==> src/rtl/tlc_pkg.sv <==
// tlc_pkg
// Shared definitions for the traffic light phase sequencer:
//   - state_e      : phase state encoding (also exported on the debug port)
//   - LAMP_*       : one-hot {R,Y,G} lamp encodings, LAMP_OFF for a dark lamp
//   - DEF_*        : default phase duration codes (timer final_value)
//   - lamp_decode  : maps a state and blink phase to the {ns,ew} lamp pair
package tlc_pkg;

  typedef enum logic [2:0] {
    ST_NS_GREEN  = 3'd0,
    ST_NS_YELLOW = 3'd1,
    ST_ALL_RED_A = 3'd2,
    ST_EW_GREEN  = 3'd3,
    ST_EW_YELLOW = 3'd4,
    ST_ALL_RED_B = 3'd5,
    ST_FLASH     = 3'd6
  } state_e;

  localparam logic [2:0] LAMP_R   = 3'b100;
  localparam logic [2:0] LAMP_Y   = 3'b010;
  localparam logic [2:0] LAMP_G   = 3'b001;
  localparam logic [2:0] LAMP_OFF = 3'b000;

  localparam int DEF_N          = 13;
  localparam int DEF_T_GREEN_NS = 999;
  localparam int DEF_T_GREEN_EW = 499;
  localparam int DEF_T_YELLOW   = 199;
  localparam int DEF_T_ALL_RED  = 49;
  localparam int DEF_T_FLASH    = 249;

  // Returns {ns_light, ew_light}. In FLASH both lamps blink together:
  // blink phase 0 shows NS yellow / EW red, blink phase 1 leaves both dark.
  function automatic logic [5:0] lamp_decode(input state_e s, input logic blink);
    logic [5:0] lamps;
    lamps = {LAMP_R, LAMP_R};
    case (s)
      ST_NS_GREEN:  lamps = {LAMP_G, LAMP_R};
      ST_NS_YELLOW: lamps = {LAMP_Y, LAMP_R};
      ST_EW_GREEN:  lamps = {LAMP_R, LAMP_G};
      ST_EW_YELLOW: lamps = {LAMP_R, LAMP_Y};
      ST_FLASH:     lamps = blink ? {LAMP_OFF, LAMP_OFF} : {LAMP_Y, LAMP_R};
      default:      lamps = {LAMP_R, LAMP_R};
    endcase
    return lamps;
  endfunction

endpackage

==> src/rtl/tlc_req_latch.sv <==
// tlc_req_latch
// Sticky request flag. Set by a request input in any cycle, cleared when the
// request is served. A set and a clear in the same cycle resolve to clear,
// because that request is consumed directly by the serving edge.
// Ports:
//   clk    : system clock
//   reset  : synchronous active-high reset, flag cleared
//   set_i  : request input (level or pulse)
//   clr_i  : request served this cycle
//   pend_o : registered pending flag
module tlc_req_latch (
  input  logic clk,
  input  logic reset,
  input  logic set_i,
  input  logic clr_i,
  output logic pend_o
);

  logic pend_q, pend_d;

  // Clear is evaluated last so it takes priority over a simultaneous set.
  always_comb begin
    pend_d = pend_q;
    if (set_i) pend_d = 1'b1;
    if (clr_i) pend_d = 1'b0;
  end

  always_ff @(posedge clk) begin
    if (reset) pend_q <= 1'b0;
    else       pend_q <= pend_d;
  end

  assign pend_o = pend_q;

endmodule

==> src/rtl/tlc_phase_ctrl.sv <==
// tlc_phase_ctrl
// Phase sequencer for a two-road intersection (NS main road, EW side road).
// It feeds the phase timer its final_value and advances on timer_done, latches
// side-road car and pedestrian requests, and drives lamps and the walk signal.
// A night mode replaces the normal cycle with a common yellow/red flash.
// Ports:
//   clk         : system clock
//   reset       : synchronous active-high reset (the timer resets alongside)
//   timer_done  : one-cycle pulse ending the current phase
//   side_car    : EW vehicle sensor
//   ped_req     : pedestrian button
//   night_mode  : request flashing operation
//   final_value : duration code of the current phase, to the timer
//   ns_light    : NS lamp, one-hot {R,Y,G} or dark
//   ew_light    : EW lamp, one-hot {R,Y,G} or dark
//   walk        : pedestrian crossing of the NS road permitted
//   phase       : current state encoding, for debug
module tlc_phase_ctrl
  import tlc_pkg::*;
#(
  parameter int N          = DEF_N,
  parameter int T_GREEN_NS = DEF_T_GREEN_NS,
  parameter int T_GREEN_EW = DEF_T_GREEN_EW,
  parameter int T_YELLOW   = DEF_T_YELLOW,
  parameter int T_ALL_RED  = DEF_T_ALL_RED,
  parameter int T_FLASH    = DEF_T_FLASH
) (
  input  logic         clk,
  input  logic         reset,
  input  logic         timer_done,
  input  logic         side_car,
  input  logic         ped_req,
  input  logic         night_mode,
  output logic [N-1:0] final_value,
  output logic [2:0]   ns_light,
  output logic [2:0]   ew_light,
  output logic         walk,
  output logic [2:0]   phase
);

  // Every duration code must be representable on the timer's N-bit compare.
  if (T_GREEN_NS >= (2**N) || T_GREEN_EW >= (2**N) || T_YELLOW >= (2**N) ||
      T_ALL_RED >= (2**N) || T_FLASH >= (2**N)) begin : g_param_check
    $error("tlc_phase_ctrl: a phase code parameter does not fit in N bits");
  end

  state_e       state_q, state_d;
  logic         blink_q, blink_d;
  logic         walk_q, walk_d;
  logic [N-1:0] final_q, final_d;
  logic [2:0]   ns_q, ns_d, ew_q, ew_d;
  logic         enter_ew;
  logic         car_pend, ped_pend;

  function automatic logic [N-1:0] code_of(input state_e s);
    logic [N-1:0] code;
    case (s)
      ST_NS_GREEN:                code = N'(T_GREEN_NS);
      ST_EW_GREEN:                code = N'(T_GREEN_EW);
      ST_NS_YELLOW, ST_EW_YELLOW: code = N'(T_YELLOW);
      ST_FLASH:                   code = N'(T_FLASH);
      default:                    code = N'(T_ALL_RED);
    endcase
    return code;
  endfunction

  // Both requests are dropped on the edge that enters EW_GREEN; a request
  // seen on that very edge is served through walk rather than kept pending.
  tlc_req_latch u_car_latch (
    .clk    (clk),
    .reset  (reset),
    .set_i  (side_car),
    .clr_i  (enter_ew),
    .pend_o (car_pend)
  );

  tlc_req_latch u_ped_latch (
    .clk    (clk),
    .reset  (reset),
    .set_i  (ped_req),
    .clr_i  (enter_ew),
    .pend_o (ped_pend)
  );

  // Next state and next registered outputs. Nothing moves without timer_done;
  // on a timer_done edge final_value is reloaded even when the state repeats,
  // so a held NS_GREEN or a continuing FLASH is re-armed for a full phase.
  always_comb begin
    state_d = state_q;
    blink_d = blink_q;
    if (timer_done) begin
      case (state_q)
        ST_NS_GREEN:
          if (car_pend || ped_pend || night_mode) state_d = ST_NS_YELLOW;
        ST_NS_YELLOW: state_d = ST_ALL_RED_A;
        ST_ALL_RED_A: state_d = night_mode ? ST_FLASH : ST_EW_GREEN;
        ST_EW_GREEN:  state_d = ST_EW_YELLOW;
        ST_EW_YELLOW: state_d = ST_ALL_RED_B;
        ST_ALL_RED_B: state_d = night_mode ? ST_FLASH : ST_NS_GREEN;
        ST_FLASH:     state_d = night_mode ? ST_FLASH : ST_ALL_RED_B;
        default:      state_d = ST_ALL_RED_B;
      endcase
      // Flash always starts on the lit half and toggles once per half-period.
      blink_d = (state_q == ST_FLASH && state_d == ST_FLASH) ? ~blink_q : 1'b0;
    end

    enter_ew = timer_done && (state_q == ST_ALL_RED_A) && (state_d == ST_EW_GREEN);

    walk_d = 1'b0;
    if (state_d == ST_EW_GREEN) walk_d = enter_ew ? (ped_pend | ped_req) : walk_q;

    final_d = timer_done ? code_of(state_d) : final_q;
    {ns_d, ew_d} = lamp_decode(state_d, blink_d);
  end

  always_ff @(posedge clk) begin
    if (reset) begin
      state_q <= ST_ALL_RED_B;
      blink_q <= 1'b0;
      walk_q  <= 1'b0;
      final_q <= N'(T_ALL_RED);
      ns_q    <= LAMP_R;
      ew_q    <= LAMP_R;
    end else begin
      state_q <= state_d;
      blink_q <= blink_d;
      walk_q  <= walk_d;
      final_q <= final_d;
      ns_q    <= ns_d;
      ew_q    <= ew_d;
    end
  end

  assign final_value = final_q;
  assign ns_light    = ns_q;
  assign ew_light    = ew_q;
  assign walk        = walk_q;
  assign phase       = state_q;

endmodule

==> config.mk <==
export PLATFORM = sky130hd
export DESIGN_NAME = tlc_phase_ctrl
export DESIGN_NICKNAME = d
export VERILOG_FILES = /design/src/rtl/tlc_pkg.sv /design/src/rtl/tlc_req_latch.sv /design/src/rtl/tlc_phase_ctrl.sv
export SDC_FILE = /design/constraint.sdc
export NUM_CORES = 1
export LEC_CHECK = 0
export CAP_MARGIN = 20
export CORE_ASPECT_RATIO = 0.8
export CORE_UTILIZATION = 47
export DETAILED_ROUTE_END_ITERATION = 8
export PLACE_DENSITY_LB_ADDON = 0.1
export SLEW_MARGIN = 20
export SYNTH_ARGS = -nofsm -noshare
export SYNTH_HDL_FRONTEND = slang
export SYNTH_HIERARCHICAL = 1
export SYNTH_SLANG_ARGS = --single-unit
export TNS_END_PERCENT = 30
==> constraint.sdc <==
create_clock -name clk -period 1.7 [get_ports clk]
set_input_delay 0.34 -clock clk [delete_from_list [all_inputs] [get_ports clk]]
set_output_delay 0.34 -clock clk [all_outputs]
set_load 0.02 [all_outputs]
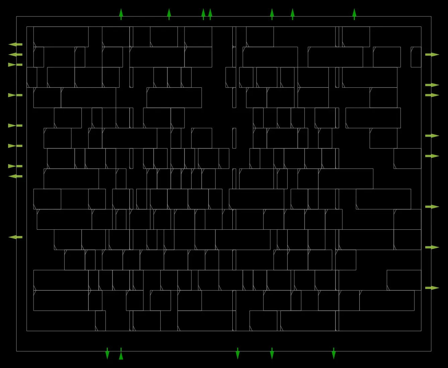
(cell placement)
post-layout utilization of the core: 64.35%
total core area: 2158 um2
flip-flop and latch count: 21

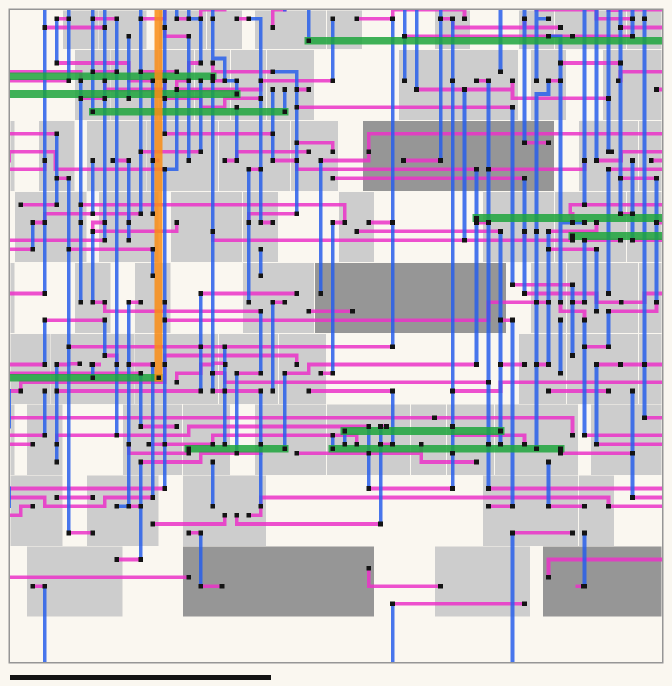
(a small window of the routed layout)
Scale bar: 10 um. Region (15, 1) to (40, 26) um. Cells in grey, sequential cells in the stronger grey; small squares are vias.
Key: met1 = magenta; met2 = blue; met4 = orange; met3 = green
65 logic cells have their middle in the window. Most frequent: nand2_1 (11), nor2_1 (6), buf_4 (5). Sequential cells in the window: 4.

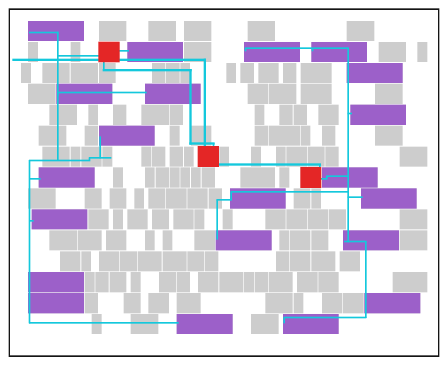
(routed clock nets over the placement)
Key: flip-flops = purple [count 21]; clock wires = cyan [length 274 um]; cells driving clock nets = red [count 3]
Position of the flops: spread over the die. There are 4 routed clock nets.
source-to-sink clock delay at the later pin of the worst-skew pair: 0.31 ns
final clock skew: 0.004442 ns
power share of the clock group: 20.2%
Power Clock: 243 uW

==> results.txt <==
Item: results of the latest flow run.

- Sequential cells were found to cover 38.89% of the synthesized design area.
- The count of cells along the worst hold path is 2.
- The synthesized instance count is between 100 and 150.
- In this run the count of I/O pins placed on the die edge is 29.
- The dominant power group in this design is sequential cells.
- Signal routing reaches up to met4.
- The largest delay contributor family on the critical path is buffers and inverters.
- The number of gates resized after CTS was 2.
- The post-route total power is ~1200 uW.
- The pre-CTS setup slack is -0.07929 ns.
- The switching power as a share of total power is 33.57%.
- The total stage count of the critical path is 1.
- Summing all multi-input logic gate instances after layout gives 565.5 um2.
- In the per-layer summary, the met1 wirelength comes to 1156 um.
- Logic depth along the worst register-to-register path is recorded as 5.
- The area reported by Yosys stat is between 1000 and 1500 um2.
- The flop share of the area is 30.27%.
- The routed wire length is 2523 um.
- The number of setup buffers added after CTS is 0.
- Of the combinational cells, the family taking the most area is AND-OR/OR-AND gates.
- The combinational cell fraction of total power is 33.3%.
- The cell-mix breakdown from Yosys lists the simple-gate area share as between 20% and 30%.
- The worst reg2reg path startpoint is phase[2]$_SDFF_PP1_.
- In the global route stage, met1 resource usage came out at approximately 30%.
- Synthesis instantiated 37 different standard cells from the library.
- The antenna cell count is 0.
- The fraction of registers with async set or reset after synthesis is 0%.
- The reported sequential group power is 561 uW.
- The number of sinks on the clock net is 21.
- The count of non-CTS buffers in the layout is 36.
- The buffering overhead is 23.78%.
- By area the synthesized netlist is led by sky130_fd_sc_hd__dfxtp_1, sky130_fd_sc_hd__nand2_1, sky130_fd_sc_hd__nor2_1.
- The post-synth tally of flip-flops with integrated enable is 0.
- The leakage power total is 0.0005510 uW.
- The met2 usage in global routing is between 30% and 40%.
- The power report lists cell-internal power as around 800 uW.
- The initial antenna violation count is 0.
- The routed via count divided by cell count is 5.620.
- The total number of warnings across the stage logs is 26.
- The layer with the highest usage is met2.
- The number of filler instances in the final layout is 204.
- The post-synthesis cell area is 1081 um2.
- The final-layout worst hold slack is 0.4735 ns.
- The root cell of the clock tree is sky130_fd_sc_hd__clkbuf_4.
- The layout contains a multi-input combinational cell count of about 97.
- In the synthesized netlist, mux cells make up 0.9259% of the area.
- The number of warnings reported in the yosys synthesis log is 6.
- Walking the worst path, the cells encountered are clkdlybuf4s50_1.
- The per-instance average area after synthesis is 7.949 um2.
- The register with the most flip-flops in the layout has 8 of them.
- Buffers inserted to repair hold after CTS numbered 0.
- Setup slack on the worst reg-to-reg path comes out at 0.20 ns.
- For this design, the slowest cell found on the critical path is sky130_fd_sc_hd__clkdlybuf4s50_1.
- The number of clock buffers added by TritonCTS is 3.
- After detailed routing, the number of remaining DRC violations is 0.
- The met3 wirelength from detailed routing is 175 um.
- Relative to the synthesized area, the layout overhead comes to 28.47%.
- Yosys reported a register bit count of 21.
- The layout has 4 clock buffers.
- The area share of fa/ha/maj cells after synthesis is 0%.
- The remaining antenna violation count after routing is 0.
- For this run, the slowest stage of the critical path takes 0.61 ns.
- Total power normalized to cell area comes to 866.9 nW/um2.
- The end of the worst hold path is final_value[3]$_SDFFE_PP0P_.
- The final report gives the standard cell area, fillers excluded, as between 1000 and 1500 um2.
- Looking at the clock tree report, the H-tree level count equals 1.
- The critical path class is flip-flop to output pin.
- Across the whole layout, storage elements account for 420.4 um2.
- In the final design, more cell area goes to multi-input combinational cells than to any other class.
- Sorting the synthesized cells by how often they occur yields sky130_fd_sc_hd__dfxtp_1, sky130_fd_sc_hd__nand2_1, sky130_fd_sc_hd__nor2_1.
- In this run the full chip footprint comes out at 2497 um2.
- The post-synthesis share of cell area spent on xor and xnor gates is 0%.
- The peak supply drop is 618.3 uV.
- The CTS tree is done.
- The instance count after placement with tap cells included is 183.
- The run finished with clean final reports.
- The cell area after placement is about 1400 um2.
- The first-pass iteration count of the detailed router is 4.
- The top cell types in the final layout, fill and taps aside, are sky130_fd_sc_hd__dfxtp_1, sky130_fd_sc_hd__clkdlybuf4s50_1, sky130_fd_sc_hd__nand2_1.
- The number of buffers added on ports is 24.
- The upper clock frequency limit is approximately 600 MHz.
- The number of global-route vias before repair was 881.
- Detailed placement finished with a half-perimeter wire length of about 1800 um.
- The register clock-pin slew on the reported worst setup and hold paths is around 0.11 ns.
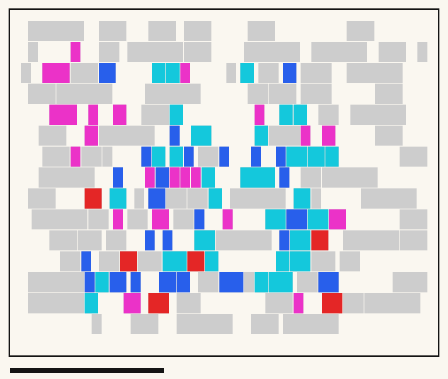
(gate families picked out)
Scale bar: 20 um.
Key: NOR gates = magenta [cells 21]; inverting AOI/OAI gates = cyan [cells 30]; NAND gates = blue [cells 25]; AND and OR gates = red [cells 6]
Comb area share: 40.72%
final non-filler cell total: 187

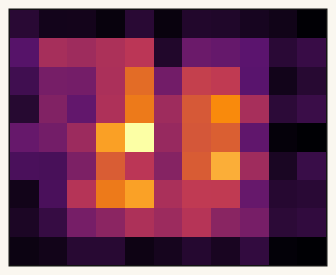
(signal metal coverage by tile)
The die is cut into 11 by 9 equal tiles; black is low, pale yellow is high, scaled to the fullest tile. Values are wire area over tile area, all layers added.
The emptiest ninth of the die: top right. 17% of the tiles are over half the peak. The densest ninth of the die: middle. The mean over all tiles is 0.16. The fullest tile reaches 0.56. 5.1% of the tiles are nearly empty.
Routed wire per std cell: 13.49 um
overall via count from detail_route: 1,051

Power figures rest on the tool's default switching activity, not on a simulated workload.
